### src/rtl/key_schedule_ctrl_pkg.sv
// Shared sizes and FSM encoding for the AES-128 key-expansion sequencer.
package key_schedule_ctrl_pkg;

   localparam int KS_KEY_LEN    = 128;
   localparam int KS_WORD_LEN   = 32;
   localparam int KS_NUM_ROUNDS = 10;

   typedef enum logic [1:0] {
      ST_IDLE  = 2'd0,
      ST_ISSUE = 2'd1,
      ST_WAIT  = 2'd2,
      ST_DONE  = 2'd3
   } state_t;

endpackage

### src/rtl/key_schedule_ctrl_rcon_lut.sv
// Round constant lookup: 4-bit round index -> {RCON, 24'h0}, zero outside rounds 1..10.
module key_schedule_ctrl_rcon_lut
   import key_schedule_ctrl_pkg::*;
#(
   parameter int WORD_LEN = KS_WORD_LEN
) (
   input  logic [3:0]          i_round,
   output logic [WORD_LEN-1:0] o_rcon
);

   logic [7:0] w_byte;

   // NOTE: default first so every path assigns w_byte and no latch is inferred.
   always_comb begin
      w_byte = 8'h00;
      case (i_round)
         4'd1:    w_byte = 8'h01;
         4'd2:    w_byte = 8'h02;
         4'd3:    w_byte = 8'h04;
         4'd4:    w_byte = 8'h08;
         4'd5:    w_byte = 8'h10;
         4'd6:    w_byte = 8'h20;
         4'd7:    w_byte = 8'h40;
         4'd8:    w_byte = 8'h80;
         4'd9:    w_byte = 8'h1b;
         4'd10:   w_byte = 8'h36;
         default: w_byte = 8'h00;
      endcase
   end

   assign o_rcon = {w_byte, {(WORD_LEN-8){1'b0}}};

endmodule

### src/rtl/key_schedule_ctrl.sv
// AES-128 key-expansion sequencer: drives GenSubKey one round at a time and stores
// the 11 round keys in a local register file with a combinational read port.
module key_schedule_ctrl
   import key_schedule_ctrl_pkg::*;
#(
   parameter int KEY_LEN    = KS_KEY_LEN,
   parameter int WORD_LEN   = KS_WORD_LEN,
   parameter int NUM_ROUNDS = KS_NUM_ROUNDS
) (
   input  logic                clk,
   input  logic                reset,
   input  logic                start,
   input  logic [KEY_LEN-1:0]  key_in,
   output logic                busy,
   output logic                done,
   output logic                keys_valid,
   input  logic [3:0]          rk_rd_addr,
   output logic [KEY_LEN-1:0]  rk_rd_data,
   output logic                gsk_valid_in,
   output logic [KEY_LEN-1:0]  gsk_data_in,
   output logic [WORD_LEN-1:0] gsk_rcon,
   output logic                gsk_opcode,
   input  logic [KEY_LEN-1:0]  gsk_data_out,
   input  logic                gsk_valid_out
);

   state_t             r_state;
   state_t             w_next;
   logic [3:0]         r_round;
   logic               r_keys_valid;
   logic [KEY_LEN-1:0] r_rk [0:NUM_ROUNDS];

   logic               w_start_ok;
   logic               w_rk_wr;
   logic               w_last;
   logic [3:0]         w_prev_idx;
   logic [WORD_LEN-1:0] w_rcon;

   assign w_start_ok = (r_state == ST_IDLE) && start;
   assign w_rk_wr    = (r_state == ST_WAIT) && gsk_valid_out;
   assign w_last     = (r_round == 4'(NUM_ROUNDS));
   assign w_prev_idx = r_round - 4'd1;

   // NOTE: sequential state uses non-blocking assignments so all flops update together.
   always_ff @(posedge clk or negedge reset) begin
      if (!reset) r_state <= ST_IDLE;
      else        r_state <= w_next;
   end

   always_comb begin
      w_next = r_state;
      case (r_state)
         ST_IDLE:  if (start) w_next = ST_ISSUE;
         ST_ISSUE: w_next = ST_WAIT;
         ST_WAIT:  if (gsk_valid_out) w_next = w_last ? ST_DONE : ST_ISSUE;
         ST_DONE:  w_next = ST_IDLE;
         default:  w_next = ST_IDLE;
      endcase
   end

   always_ff @(posedge clk or negedge reset) begin
      if (!reset) begin
         r_round      <= 4'd0;
         r_keys_valid <= 1'b0;
      end else begin
         if (w_start_ok) begin
            r_round      <= 4'd1;
            r_keys_valid <= 1'b0;
         end else if (w_rk_wr && !w_last) begin
            r_round <= r_round + 4'd1;
         end
         if (r_state == ST_DONE) r_keys_valid <= 1'b1;
      end
   end

   // NOTE: the key store is reset explicitly; a stale schedule must never survive reset.
   always_ff @(posedge clk or negedge reset) begin
      if (!reset) begin
         for (int i = 0; i <= NUM_ROUNDS; i++) r_rk[i] <= '0;
      end else if (w_start_ok) begin
         r_rk[0] <= key_in;
      end else if (w_rk_wr) begin
         r_rk[r_round] <= gsk_data_out;
      end
   end

   key_schedule_ctrl_rcon_lut #(
      .WORD_LEN (WORD_LEN)
   ) u_rcon_lut (
      .i_round (r_round),
      .o_rcon  (w_rcon)
   );

   assign busy         = (r_state == ST_ISSUE) || (r_state == ST_WAIT);
   assign done         = (r_state == ST_DONE);
   assign keys_valid   = r_keys_valid;
   assign gsk_valid_in = (r_state == ST_ISSUE);
   assign gsk_opcode   = 1'b0;

   // Request fields come straight from state that only moves on the return handshake,
   // so they stay stable for GenSubKey's late Rcon use.
   assign gsk_data_in = busy ? r_rk[w_prev_idx] : '0;
   assign gsk_rcon    = busy ? w_rcon : '0;
   assign rk_rd_data  = (rk_rd_addr <= 4'(NUM_ROUNDS)) ? r_rk[rk_rd_addr] : '0;

endmodule
### config.mk
export PLATFORM = sky130hd
export DESIGN_NAME = key_schedule_ctrl
export DESIGN_NICKNAME = d
export VERILOG_FILES = /design/src/rtl/key_schedule_ctrl_pkg.sv /design/src/rtl/key_schedule_ctrl_rcon_lut.sv /design/src/rtl/key_schedule_ctrl.sv
export SDC_FILE = /design/constraint.sdc
export NUM_CORES = 2
export LEC_CHECK = 0
export CAP_MARGIN = 20
export CORE_MARGIN = 2
export CORE_UTILIZATION = 35
export DETAILED_ROUTE_END_ITERATION = 10
export MAX_ROUTING_LAYER = met4
export PLACE_DENSITY = 0.55
export SETUP_SLACK_MARGIN = 0.3
export SLEW_MARGIN = 20
export SYNTH_ARGS = -nofsm -noshare
export SYNTH_HDL_FRONTEND = slang
export SYNTH_SLANG_ARGS = --single-unit
### constraint.sdc
create_clock -name clk -period 2.9 [get_ports clk]
set_input_delay 0.58 -clock clk [delete_from_list [all_inputs] [get_ports clk]]
set_output_delay 0.58 -clock clk [all_outputs]
set_load 0.05 [all_outputs]
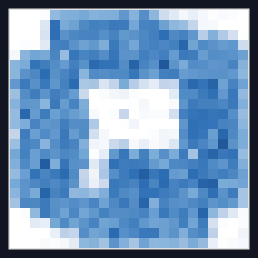
Fig. 1. Cell density map.
Drawn at 0.5 px/µm. The die is cut into 24 by 24 equal tiles; white is low, dark blue is high, 0 to 100% covered.
nearly empty tiles: 11%
tiles over 75% full: 4.3%
fullest tile: 84%

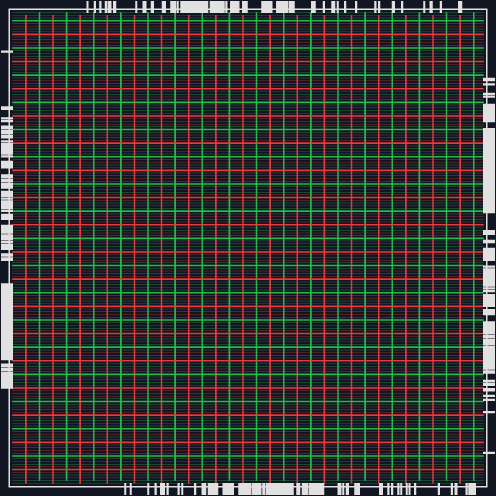
Fig. 2. PDN straps and rails.
Drawn at 1 px/µm. Pins as bars on the die edge.
| net | colour |
|---|---|
| VDD | green |
| VSS | red |
signal pins: 557
met5 straps: 34
met1 rails: 174
rows: 173
met4 straps: 34
die y size: 476 µm
Die W: 476 µm
peak supply drop: 0.00111 V

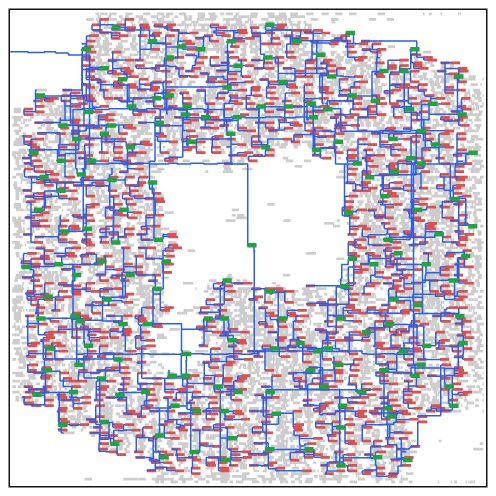
Fig. 3. Clock wires, drivers and flops.
Drawn at 1 px/µm.
[clock wires] blue | length: 21.2 mm
[flip-flops] red | count: 1415
[cells driving clock nets] green | count: 169
routed clock nets: 170
Worst-Skew Late Latency: 860 ps
clock group power: 22.6 mW
clock network power share: 17.9%

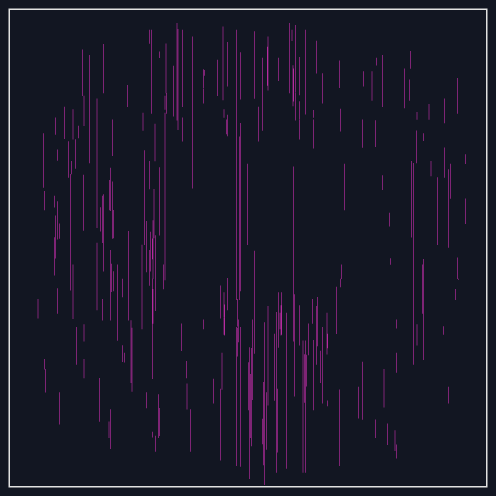
Fig. 4. The metal 4 layer.
Drawn at 1 px/µm.
wire length on this layer: 10700 µm
longest straight run: 270 µm
share of all routed wire: 3.5%
main direction: vertical
nets with wire on the layer: 125
vias: 59700
DRT Wirelength: 307 mm

==> qor.yml <==
cts.sinks: 1415
via_per_inst: 5.79
warnings: 39
buffer_area_share_pct: 18.2
postCtsSetupBuffers: 155
tap_cells: 2975
worst_slack_ps: -1030
clockBufferCount: 244
drt-met1-wl_mm: 136
max_stage_delay_ps: 390
hold_viol_final: 0
root_buffer: "clkbuf_16"
fin_nets: 7475
area.growth.synth_to_final_pct: 42.7
grt_usage_pct: 27.2
setup_tns_ps: -122920
seq-power_mw: 29.9
slew_violations: 0
logic_area_mm2: 0.0459
cp-start-kind: "flip-flop"
clk_pin_slew_ps: 60
clockBufferDepth: 3
largest_reg_flops: 1408
worstPathArrival_ps: 3350
finalSetupViolCount: 137
critPathKind: "reg2out"
largest-register: "r_rk"
violations: "setup timing"
busiest_layer: "met2"
ys_warn_count: 0
row_count: 173
ys_async_sr_fraction_pct: 100
fin_area_mm2: 0.111
slew_headroom_pct: 35.4
syn_area_mm2: 0.0779
yosysCellCount: 6310
finish.utilization_pct: 50.1
whs_path_depth: 3
cap_violations: 0
grt_max_degree: 96
ios: 557
ctsResizeCount: 871
avgSynthCellArea_um2: 12.4
seq_share_pct: 31.9
synth-simple-area-share_pct: 2.19
h-tree-depth: 4
antenna-diode-count: 8
place_area_mm2: 0.0959
total_power_mw: 126
p_sw_mw: 51.8
grt_pass1_wl_mm: 442
first_iter_violations: 4876
dominant-cell-class: "combinational gates"
cp_max_fo: 7
status: "finished, violations left"
yosys.area_share.aoi_pct: 10.2
cellPowerDensity_mw_per_mm2: 1140
wire_per_inst_um: 29.8
cp_num_buf_inv: 9
grt_pass1_vias: 61900
hold_buffers: 1
p_leak_nw: 51.1
worst_pin_slew_ps: 969
cts_tree: "yes"
rsz0062_at_grt: "true"
ys_sh_adder_pct: 0.193
comb_area_share_pct: 41.3
drive_gt1_share_pct: 53.0
cp_common_cell: "buf_12"
reg2reg_from: "r_round[0]"
dr.pass1.iters: 6
worst_setup_path_end_kind: "output pin"
grt_util_met2_pct: 42.8
top_regs: "r_rk x1408, r_round x4, r_state x2"
ys_seq_share_pct: 45.4
core_area_mm2: 0.222
antenna_found_initial: 8
p_seq_share_pct: 23.7
fin_crit_ps: 3930
layout_top_cells: "mux2_2 (1523), dfrtp_1 (1399), mux2i_1 (880)"
holdCritStartpoint: "key_in[38]"
fp-utilization_pct: 35.1
hold_ws_ps: 277
cp-endpoint: "gsk_data_in[125]"
hold_class: "in2reg"
cpMaxStageDelayCell: "dfrtp_1"
stdcell_count: 10300
worstPathCellList: "inv_2 > buf_6 > ha_4 > buf_12 > nor2b_4 > buf_4 > buf_12 > buf_12 > buf_16 > o2bb2ai_1 > nand2_1 > o32ai_2 > buf_4 > buf_12"
Power and IR drop assume default switching activity.
